Run 1, wiring heat map:
The die is cut into 24 by 24 equal tiles; dark blue is low, red is high, scaled to the fullest tile. Values are wire area over tile area, all layers added.
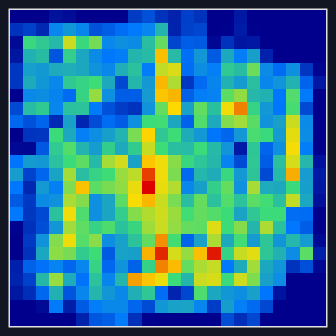
Run 1, cell classes on the final placement:
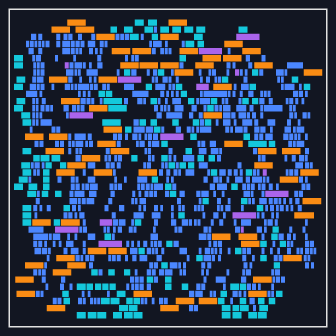
Run 1, M4 wires:
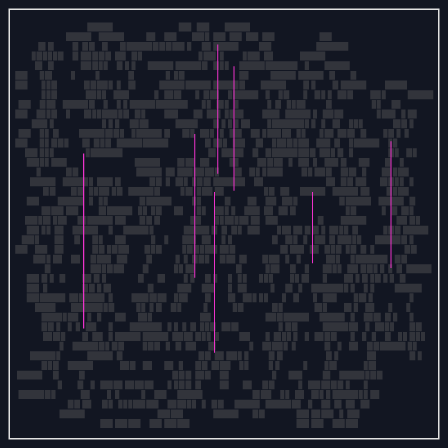
Run 1, clock distribution:
Scale bar: 20 um.
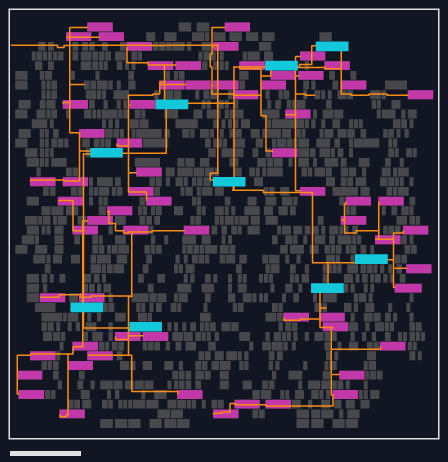
[src/rtl/io_pkg.sv]
// Shared definitions for the IO pulse sequencer.
// State encoding and channel count.
package io_pkg;

  localparam int NUM_CH = 3;

  typedef enum logic [1:0] {
    IDLE  = 2'd0,
    DELAY = 2'd1,
    PULSE = 2'd2,
    GAP   = 2'd3
  } state_e;

endpackage

[src/rtl/io_down_counter.sv]
// Loadable down counter with zero flag.
// Holds at zero; load wins over enable.
module io_down_counter #(
  parameter int W = 16
) (
  input  logic         clk,
  input  logic         rst,
  input  logic         load,
  input  logic         en,
  input  logic [W-1:0] din,
  output logic         zero
);

  logic [W-1:0] cnt;

  always_ff @(posedge clk) begin
    if (rst) begin
      cnt <= '0;
    end else if (load) begin
      cnt <= din;
    end else if (en && cnt != '0) begin
      cnt <= cnt - W'(1);
    end
  end

  assign zero = (cnt == '0);

endmodule

[src/rtl/io_pulse_seq.sv]
// Timed one-hot pulse train sequencer feeding io_priority.
// One command at a time; abort/rst return to IDLE at once.
module io_pulse_seq
  import io_pkg::*;
#(
  parameter int CW = 16,
  parameter int RW = 8
) (
  input  logic              clk,
  input  logic              rst,
  input  logic              cmd_valid,
  output logic              cmd_ready,
  input  logic [1:0]        cmd_chan,
  input  logic [CW-1:0]     cmd_delay,
  input  logic [CW-1:0]     cmd_width,
  input  logic [RW-1:0]     cmd_count,
  input  logic              abort,
  output logic [NUM_CH-1:0] pulse,
  output logic              busy,
  output logic              done,
  output logic              err
);

  state_e state, nstate;

  logic [1:0]        chan_q, chan_n;
  logic [CW-1:0]     delay_q, width_q, ph_din;
  logic [RW-1:0]     rp_din;
  logic              ph_load, ph_en, ph_zero;
  logic              rp_load, rp_en, rp_zero;
  logic              accept, illegal;
  logic              done_n, err_n;
  logic [NUM_CH-1:0] pulse_n;

  io_down_counter #(.W(CW)) u_phase (
    .clk  (clk),
    .rst  (rst),
    .load (ph_load),
    .en   (ph_en),
    .din  (ph_din),
    .zero (ph_zero)
  );

  io_down_counter #(.W(RW)) u_repeat (
    .clk  (clk),
    .rst  (rst),
    .load (rp_load),
    .en   (rp_en),
    .din  (rp_din),
    .zero (rp_zero)
  );

  assign cmd_ready = (state == IDLE);
  assign illegal   = (cmd_chan >= 2'(NUM_CH))
                   || (cmd_width == '0);

  always_comb begin
    nstate  = state;
    ph_load = 1'b0;
    ph_en   = 1'b0;
    ph_din  = '0;
    rp_load = 1'b0;
    rp_en   = 1'b0;
    rp_din  = '0;
    accept  = 1'b0;
    done_n  = 1'b0;
    err_n   = 1'b0;
    unique case (state)
      IDLE: begin
        if (cmd_valid && illegal) begin
          err_n = 1'b1;
        end else if (cmd_valid) begin
          accept  = 1'b1;
          ph_load = 1'b1;
          rp_load = 1'b1;
          if (cmd_count != '0) rp_din = cmd_count - RW'(1);
          if (cmd_delay == '0) begin
            nstate = PULSE;
            ph_din = cmd_width - CW'(1);
          end else begin
            nstate = DELAY;
            ph_din = cmd_delay - CW'(1);
          end
        end
      end
      DELAY, GAP: begin
        if (ph_zero) begin
          nstate  = PULSE;
          ph_load = 1'b1;
          ph_din  = width_q - CW'(1);
        end else begin
          ph_en = 1'b1;
        end
      end
      PULSE: begin
        if (!ph_zero) begin
          ph_en = 1'b1;
        end else if (rp_zero) begin
          nstate = IDLE;
          done_n = 1'b1;
        end else begin
          rp_en   = 1'b1;
          ph_load = 1'b1;
          // Zero gap chains straight into the next pulse.
          if (delay_q == '0) begin
            nstate = PULSE;
            ph_din = width_q - CW'(1);
          end else begin
            nstate = GAP;
            ph_din = delay_q - CW'(1);
          end
        end
      end
      default: nstate = IDLE;
    endcase
    if (abort && state != IDLE) begin
      nstate  = IDLE;
      ph_load = 1'b0;
      ph_en   = 1'b0;
      rp_en   = 1'b0;
      done_n  = 1'b0;
    end
  end

  assign chan_n  = accept ? cmd_chan : chan_q;
  assign pulse_n = (nstate == PULSE)
                 ? (NUM_CH'(1) << chan_n) : '0;

  always_ff @(posedge clk) begin
    if (rst) begin
      state   <= IDLE;
      chan_q  <= '0;
      delay_q <= '0;
      width_q <= '0;
      pulse   <= '0;
      busy    <= 1'b0;
      done    <= 1'b0;
      err     <= 1'b0;
    end else begin
      state <= nstate;
      if (accept) begin
        chan_q  <= cmd_chan;
        delay_q <= cmd_delay;
        width_q <= cmd_width;
      end
      pulse <= pulse_n;
      busy  <= (nstate != IDLE);
      done  <= done_n;
      err   <= err_n;
    end
  end

endmodule

[config.mk]
export PLATFORM = sky130hd
export DESIGN_NAME = io_pulse_seq
export DESIGN_NICKNAME = d
export VERILOG_FILES = /design/src/rtl/io_pkg.sv /design/src/rtl/io_down_counter.sv /design/src/rtl/io_pulse_seq.sv
export SDC_FILE = /design/constraint.sdc
export NUM_CORES = 1
export LEC_CHECK = 0
export ABC_AREA = 1
export ABC_CLOCK_PERIOD_IN_PS = 2200
export CORE_UTILIZATION = 35
export DETAILED_ROUTE_END_ITERATION = 8
export MAX_ROUTING_LAYER = met4
export PLACE_DENSITY_LB_ADDON = 0.1
export SKIP_LAST_GASP = 1
export SYNTH_ARGS = -nofsm -noshare
export SYNTH_HDL_FRONTEND = slang
export SYNTH_SLANG_ARGS = --single-unit
[constraint.sdc]
create_clock -name clk -period 2.2 [get_ports clk]
set_input_delay 0.22 -clock clk [delete_from_list [all_inputs] [get_ports clk]]
set_output_delay 0.22 -clock clk [all_outputs]
set_load 0.05 [all_outputs]
==> results.txt, run 1 <==
flow finished, numbers: outcome=finished clean, Residual DRC=0, share of flip-flops with an asynchronous set or reset=0, sink count of the clock tree=66, routability congestion estimate from global placement=0.889, worst path bufs/invs=3, endpoint class of the critical path=flop, total congestion overflow after global routing=0, dominant logic cell type in the layout=nand2_1, total clock buffers created by CTS=9, master of the slowest instance on the critical path=clkdlybuf4s50_1, cell count listed in synth_stat.txt=790, Port Buffers=52, Top Layer Used=met4, cell row count=42, fraction of the cycle the final worst path needs=0.975, synthesis warning total=0, most congested layer reported by global routing=met2, R2R Setup Slk=0.11 ns, Critical Path Start=cmd_delay[10], Post-Route M1 WL=8.04 mm, Pwr Density=673 nW/um2, tool warning count=29, area of the mapped netlist=4900 um2, unique cell type count in the Yosys netlist=44, setup TNS after final layout=0 ns, final design instance area without fill=6750 um2
## Picture notes: 'wiring heat map'
fullest tile: 0.53
emptiest ninth of the die: north-east
densest ninth of the die: center
routed vias: 5,531
routed length per placed instance: 14.7 um

## Picture notes: 'cell classes on the final placement'
| class | color | cells |
|---|---|---|
| clock drivers and dummy loads | purple | 15 |
| other buffers and delay cells | cyan | 153 |
| flops | orange | 66 |
| combinational and other logic | blue | 702 |

## Picture notes: 'M4 wires'
main direction: vertical
nets with wire on the layer: 5
share of all routed wire: 1.6%
wire length on this layer: 260 um

## Picture notes: 'clock distribution'
[clock wires] orange | length: 1,160 um
[flip-flops] magenta | count: 66
[clock drivers] cyan | count: 9
routed clock nets: 10
clock distribution power: 1.36 mW
Clock power frac: 0.299
source-to-sink clock delay at the later pin of the worst-skew pair: 0.35 ns

run 1: repair_timing:
| action | 4_1_cts | 5_1_grt |
|---|---|---|
| resized | 0 | 41 |
| setup buffers | 0 | 4 |
| setup endpoints to repair | 0 | 18 |
run 1: layout make-up:
| cell class | count | area [um2] |
|---|---|---|
| timing repair buffer | 153 | 1330 |
| clock inverter | 3 | 15.0 |
| multi-input combinational | 596 | 3210 |
| sequential | 66 | 1320 |
| inverter | 106 | 399 |
| fill | 1419 | 6700 |
| tap | 176 | 220 |
| clock buffer | 12 | 256 |
run 1: worst reg2reg max path, cell delays in order (launching register included):
cell and delay, ns:
dfxtp_1 0.34, or2_4 0.26, nor2_8 0.13, nand4_1 0.22, nor3_2 0.32, o21ai_1 0.15, nor3_1 0.20, nor2_1 0.07
nand2_1 0.11, nand2_1 0.08, a21oi_2 0.13
run 1: sequential cells by signal, indices dropped and copies added (netlist names):
register,flops
width_q,16
pulse,3
chan_q,2
u_phase.cnt,16
delay_q,16
busy,1
err,1
state,2
u_repeat.cnt,8
done,1
run 1: kinds of logic (layout without fill, tap and decap cells):
logic type               after synthesis  in the layout  share of synthesized area
AND/OR/NAND/NOR                      386            387                      0.357
AND-OR/OR-AND                        158            158                      0.170
buffers and inverters                129            274                      0.105
flip-flops                            66             66                      0.269
XOR/XNOR                              42             42                     0.0750
adder cells (fa/ha/maj)                8              8                     0.0204
multiplexers                           1              1                    0.00204
run 1: power breakdown:
| group | total, mW | switching (mW) | internal (mW) |
|---|---|---|---|
| Sequential | 1.47 | 0.134 | 1.33 |
| Clock | 1.36 | 0.546 | 0.812 |
| Combinational | 1.72 | 0.974 | 0.742 |
==> inputs of run 2 (changes only) <==
- RECOVER_POWER: not set -> 25
==> results.txt, run 2 <==
flow finished, numbers: Adder Share, Synth=0.0204 (unchanged), fill cell instance count of the final layout=1,421 (+0.14%), mux share=0.00204 (unchanged), Port Buffers=52 (unchanged), area of the mapped netlist=4900 um2 (unchanged), total congestion overflow after global routing=0 (unchanged), Post-Route M1 WL=8.01 mm (-0.31%), outcome=finished clean, Residual DRC=0 (unchanged), simple logic cell fraction of the synthesized area=0.357 (unchanged), total clock buffers created by CTS=9 (unchanged), unique cell type count in the Yosys netlist=44 (unchanged), Top Layer Used=met4, Clock power frac=0.299 (about the same), worst path bufs/invs=3 (unchanged), most congested layer reported by global routing=met2, setup TNS after final layout=0 ns (unchanged), Int Power=2.88 mW (about the same), source-to-sink clock delay at the later pin of the worst-skew pair=0.35 ns (about the same), master of the slowest instance on the critical path=clkdlybuf4s50_1, endpoint class of the critical path=flop, synthesis warning total=0 (unchanged)
==> run 2: cell counts after synthesis <==
No cell type changed its count.
==> run 2: final timing paths <==
path                          end  slack, ns             from  cells after the start
hold / removal                err       0.46        cmd_valid                      3
setup reg to reg  u_phase.cnt[14]       0.11       width_q[0]                     13
hold reg to reg   u_repeat.cnt[1]       0.49  u_repeat.cnt[1]                      2
setup / recovery  u_phase.cnt[13]       0.06    cmd_delay[10]                     17
==> run 2: through the flow <==
| stage | power [mW] | hold slack (ns) | instance area (um2) |
|---|---|---|---|
| after global placement | 3.11 | 0.469 | 6310 |
| after global routing | 4.82 | 0.505 | 6750 |
| after detailed placement | 3.13 | 0.480 | 6310 |
| final | 4.53 | 0.463 | 6750 |
| after CTS | 4.51 | 0.455 | 6590 |
| after floorplan | 2.50 | 0.355 | 4900 |
==> run 2: what timing repair did <==
item | 4_1_cts | 5_1_grt
resized | 0 | 41
setup endpoints to repair | 0 | 18
setup buffers | 0 | 4
==> run 2: layout make-up <==
cell class,count,area (um2),area share
clock buffer,12,256,0.0380
clock inverter,3,15.0,0.00223
inverter,106,399,0.0592
multi-input combinational,596,3210,0.476
sequential,66,1320,0.196
tap,176,220,0.0326
timing repair buffer,153,1330,0.196
==> run 2: tightest hold or removal path, cell delays in order <==
cell and delay [ns]:
clkdlybuf4s50_1 0.42, nand3_1 0.09, a21oi_1 0.04
==> run 2: power by group through the flow <==
stage | Combinational [mW] | Clock, mW | Sequential [mW]
6_report | 1.71 | 1.36 | 1.47
2_1_floorplan | 1.04 | 0 | 1.46
3_5_place_dp | 1.65 | 0 | 1.48
3_3_place_gp | 1.63 | 0 | 1.48
4_1_cts | 1.66 | 1.39 | 1.45
5_1_grt | 1.90 | 1.44 | 1.48
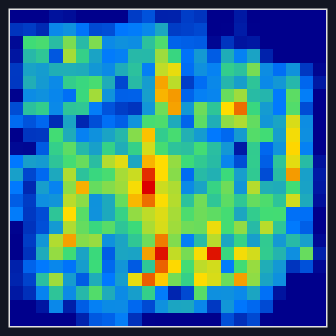
Run 2: wiring heat map
The die is cut into 24 by 24 equal tiles; dark blue is low, red is high, scaled to the fullest tile. Values are wire area over tile area, all layers added.
emptiest ninth of the die: north-east
nearly empty tiles: 14%
tiles over half the peak: 25%
densest ninth of the die: center
routed vias: 5,525
GRT Util Overall: 0.237
routed length per placed instance: 14.7 um
Detailed Route WL: 16.4 mm

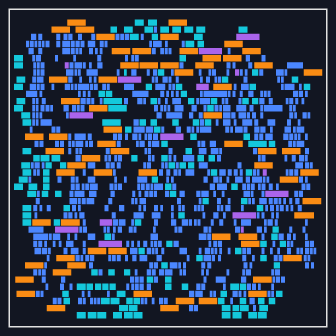
Run 2: cell classes on the final placement
| class | color | cells |
|---|---|---|
| flops | orange | 66 |
| clock drivers and dummy loads | purple | 15 |
| combinational and other logic | blue | 702 |
| other buffers and delay cells | cyan | 153 |
cell row count: 42
fraction of area in registers: 0.196

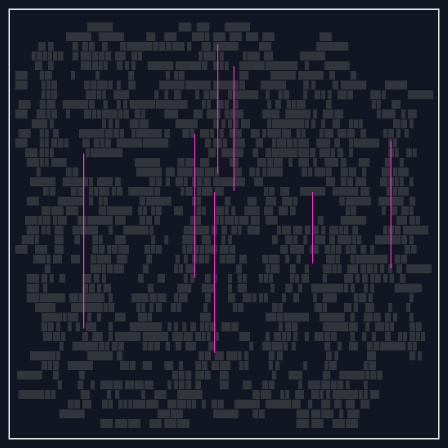
Run 2: M4 wires
wire length on this layer: 260 um
nets with wire on the layer: 5
share of all routed wire: 1.6%
longest straight run: 49.0 um

Power and IR drop assume default switching activity.
